File: src/rtl/abc_result_checker_sat_counter.sv
// Saturating up-counter with synchronous clear; never wraps past all-ones.
module sat_counter #(
  parameter int W = 16
) (
  input  logic         clk,
  input  logic         rst,
  input  logic         clr,
  input  logic         inc,
  output logic [W-1:0] q
);

  // Clear wins over increment; increment holds once all-ones is reached.
  always_ff @(posedge clk or posedge rst) begin
    if (rst) begin
      q <= '0;
    end else if (clr) begin
      q <= '0;
    end else if (inc && (q != {W{1'b1}})) begin
      q <= q + W'(1);
    end
  end

endmodule

File: config.mk
export PLATFORM = sky130hd
export DESIGN_NAME = sat_counter
export DESIGN_NICKNAME = d
export VERILOG_FILES = /design/src/rtl/abc_result_checker_sat_counter.sv
export SDC_FILE = /design/constraint.sdc
export NUM_CORES = 1
export LEC_CHECK = 0
export CAP_MARGIN = 5
export CORE_MARGIN = 2
export CORE_UTILIZATION = 50
export DETAILED_ROUTE_END_ITERATION = 16
export GPL_TIMING_DRIVEN = 0
export HOLD_SLACK_MARGIN = 0.03
export PLACE_DENSITY = 0.79
export SLEW_MARGIN = 0
export SYNTH_ARGS = -nofsm -noshare
export SYNTH_HDL_FRONTEND = slang
export SYNTH_SLANG_ARGS = --single-unit
File: constraint.sdc
create_clock -name clk -period 3 [get_ports clk]
set_input_delay 0.9 -clock clk [delete_from_list [all_inputs] [get_ports clk]]
set_output_delay 0.9 -clock clk [all_outputs]
set_load 0.01 [all_outputs]
met3.png
Scale: 8 px per µm. Cells faint in the background.
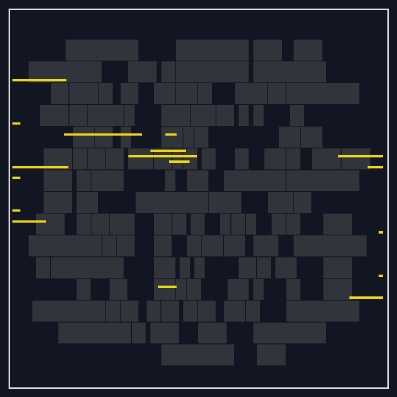
- wire length on this layer: 57.7 µm
- share of all routed wire: 2.8%
- nets with wire on the layer: 15

final_clocks.png
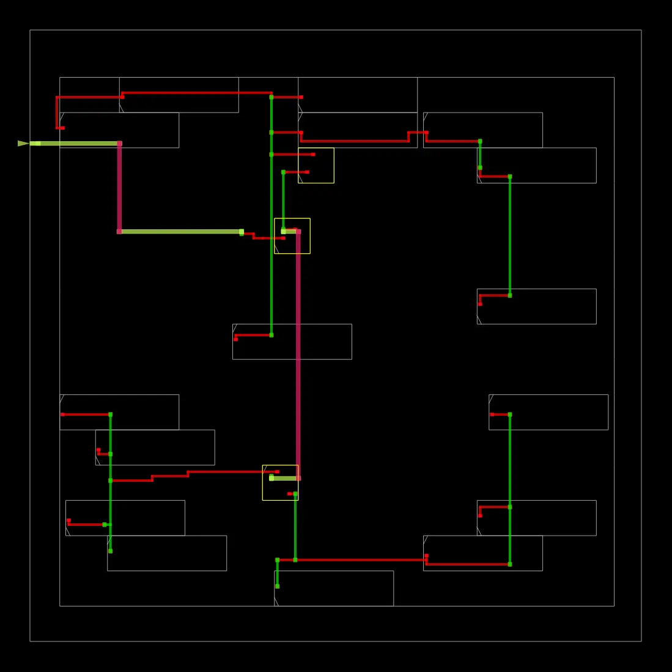
CLK BUF: 3
# clock sinks: 16

cell_classes.png
Scale: 10 px per µm.
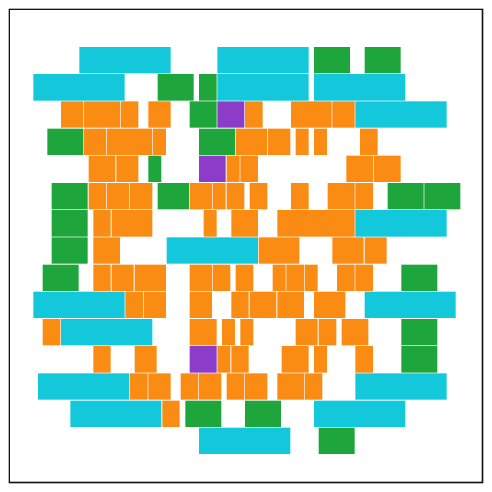
- orange: all other logic (cells 81; share of their area 45%)
- green: other buffers and delay cells (cells 21; share of their area 17%)
- cyan: flip-flops (cells 16; share of their area 36%)
- purple: cells driving clock nets (cells 3; share of their area 2.0%)

drive_strength.png
Scale: 6 px per µm.
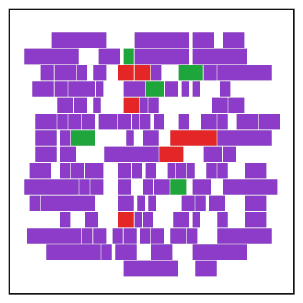
- green: drive 2 (cells 5; share 4.1%)
- purple: drive 1 or less (cells 110; share 91%)
- red: drive 3 to 4 (cells 6; share 5.0%)

wire_density.png
Scale: 8 px per µm. The die is cut into 9 by 9 equal tiles; dark purple is low, yellow is high, scaled to the fullest tile. Values are wire area over tile area, all layers added.
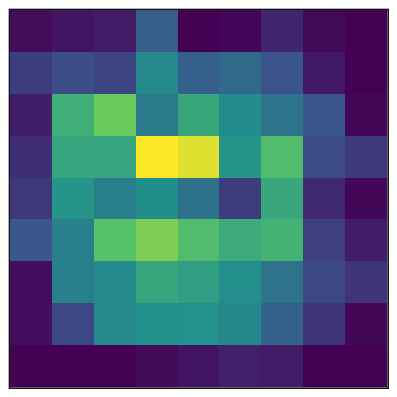
- fullest tile: 0.47
- mean over tiles: 0.14
- tiles over half the peak: 25%
- emptiest ninth of the die: upper right
- densest ninth of the die: center

where the power goes:
part / internal (mW) / leakage (nW) / total [mW] / switching (mW)
registers: 0.218 / 0.222 / 0.222 / 0.00359
logic: 0.0125 / 0.177 / 0.0293 / 0.0168
clock network: 0.0467 / 0.0138 / 0.115 / 0.0682
total: 0.277 / 0.413 / 0.366 / 0.0885
cell usage in the layout (no fill, tap or decap):
cell and n:
a21oi_1 12, a31oi_1 1, and4_1 1, buf_4 1
clkbuf_1 1, clkbuf_2 1, clkbuf_4 3, clkdlybuf4s50_1 17
dfrtp_1 16, dlygate4sd1_1 1, ha_1 1, inv_1 3
mux2_2 2, mux2i_1 1, nand2_1 6, nand2b_1 2
nand3_1 7, nand4_1 4, nand4_4 1, nor2_1 3
nor2b_1 3, nor3_1 4, nor4_1 3, o21ai_0 5
o31ai_1 5, o41ai_1 2, or3_1 6, or3_2 1
or4_1 6, or4_2 1, or4_4 1
per-layer routing:
layer	share of wire	global-route usage	vias to the layer above
li1	-	-	435
met1	0.48	0.308	420
met2	0.47	0.378	19
met3	0.028	0.0385	4
met4	0.012	0.0944	0
met5	0	0	-
cells by family (layout without fill, tap and decap cells):
| family | after synthesis | count (layout) | synth area share |
|---|---|---|---|
| AOI/OAI and AO/OA | 25 | 25 | 0.157 |
| adders and majority gates | 1 | 1 | 0.0134 |
| buffers and inverters | 7 | 27 | 0.0389 |
| DFF | 16 | 16 | 0.430 |
| muxes | 3 | 3 | 0.0349 |
| and+or+nand+nor | 49 | 49 | 0.326 |
area by class of cell:
cell class                 count  share of cell area
inverter                       3             0.00974
clock buffer                   3              0.0195
timing repair buffer          17               0.147
buffer                         4              0.0216
sequential                    16               0.346
tap                           25              0.0271
multi-input combinational     78               0.429
path summary, 6_finish.rpt:
check	startpoint	end	slack, ns	depth (start not counted)
worst max register to register	q[0]	q[0]	0.94	6
min in group asynchronous	rst	q[15]	0.98	2
worst max-delay path	q[7]	q[7]	0.74	1
max in group asynchronous	rst	q[3]	1.63	2
worst min-delay path	q[14]	q[14]	0.58	2
worst min register to register	q[14]	q[14]	0.58	2
per-stage QoR:
| step | hold WS (ns) | power (mW) |
|---|---|---|
| 6_report | 0.582 | 0.366 |
| 5_1_grt | 0.623 | 0.383 |
| 4_1_cts | 0.589 | 0.367 |
| 3_5_place_dp | 0.569 | 0.256 |
| 3_3_place_gp | 0.555 | 0.255 |
| 2_1_floorplan | 0.579 | 0.244 |
==> ci_impl_report.md <==
### Metrics collected by this job

| Metric | Value |
|---|---|
| Run status | `finished clean` |
| Area delta synth->final | `24.0%` |
| Cts repair resizes | `0` |
| Inserted Clock Buffers | `3` |
| Remaining DRCs | `0` |
| Design area | `1160 µm²` |
| Syn_nets | `106` |
| Largest regs | `q: 16 flops` |
| Final worst slack | `approximately 0.74 ns` |
| Required @ worst endpoint | `between 2 and 2.5 ns` |
| Layout cells sized above 1 | `0.0909` |
| Hold Fails Final Rpt | `0` |
| First-pass GRT wire length | `approximately 3700 µm` |
| Setup Buffers After CTS | `0` |
| Vias/cell | `about 6.0` |
| Synth cell count leaders | `16 x dfrtp_1, 12 x a21oi_1, 7 x nand3_1` |
| CP max stage delay | `slightly below 0.6 ns` |
| Area reported by Yosys stat | `just over 900 µm²` |
| Fillers | `153` |
| CP max FO | `7` |
| Total grt overflow | `0` |
| Root Buffer | `clkbuf_4` |
| DP Cell Count | `around 140` |
| H-tree depth | `1` |
| Mean Syn Cell Area | `9.23 µm²` |
| Routed WL | `2060 µm` |
| HP Class | `reg2reg` |
| DP HPWL | `1480 µm` |
| Finished Layout Cells | `146` |
| Distinct lib cells | `29` |
| GRT Total Usage | `0.233` |
| # Cells Yosys | `101` |
| Largest register FFs | `16` |
| Setup TNS | `0 ns` |
| Die Wd | `about 47 µm` |
| F_max | `443 MHz` |
| Final count of pins violating max slew | `0` |
| Cell family with most CP delay | `buffers and inverters` |
| Placement row count | `15` |
| Layout net count | `approximately 130` |
| Fp_density | `0.534` |
| I/O pin count | `20` |
| Post-route ant nets | `0` |
| Seq share, synth | `0.430` |
| Synth top area share | `0.430` |
| Post-route core utilization | `0.662` |
| Core Region | `about 1700 µm²` |
| Peak VDD IR | `around 0.27 mV` |
| Top reg by flops | `q` |
| Count leader, synth | `dfrtp_1` |
| Least-Margin Pin Slew | `0.611 ns` |
| Clock Path Buffers | `2` |
| Register area | `400 µm²` |
| Async SR Flop Fraction | `1.00` |
| Reg clk slew, reported paths | `0.09 ns` |
| Final period util | `0.753` |
| Die Ht | `47.2 µm` |
| WL/cell | `14.1 µm` |
| Largest cells by area after synthesis | `dfrtp_1 43%, a21oi_1 6.4%, or4_1 4.8%` |
| WP buf/inv | `1` |
| Startpoint types | `register` |
| TritonCTS clock tree | `built` |
| Largest area contributor in the netlist | `dfrtp_1` |
| Clock Skews | `0.00153 ns` |
| Crit path DAT | `1.36 ns` |
| Worst setup EP type | `primary output` |
| Late-Pin Clk Latency | `0.29 ns` |
| DRT Pass-1 Iters | `4` |
| Tool warnings | `26` |
| Max-cap violation count | `0` |
Power and IR drop assume default switching activity.
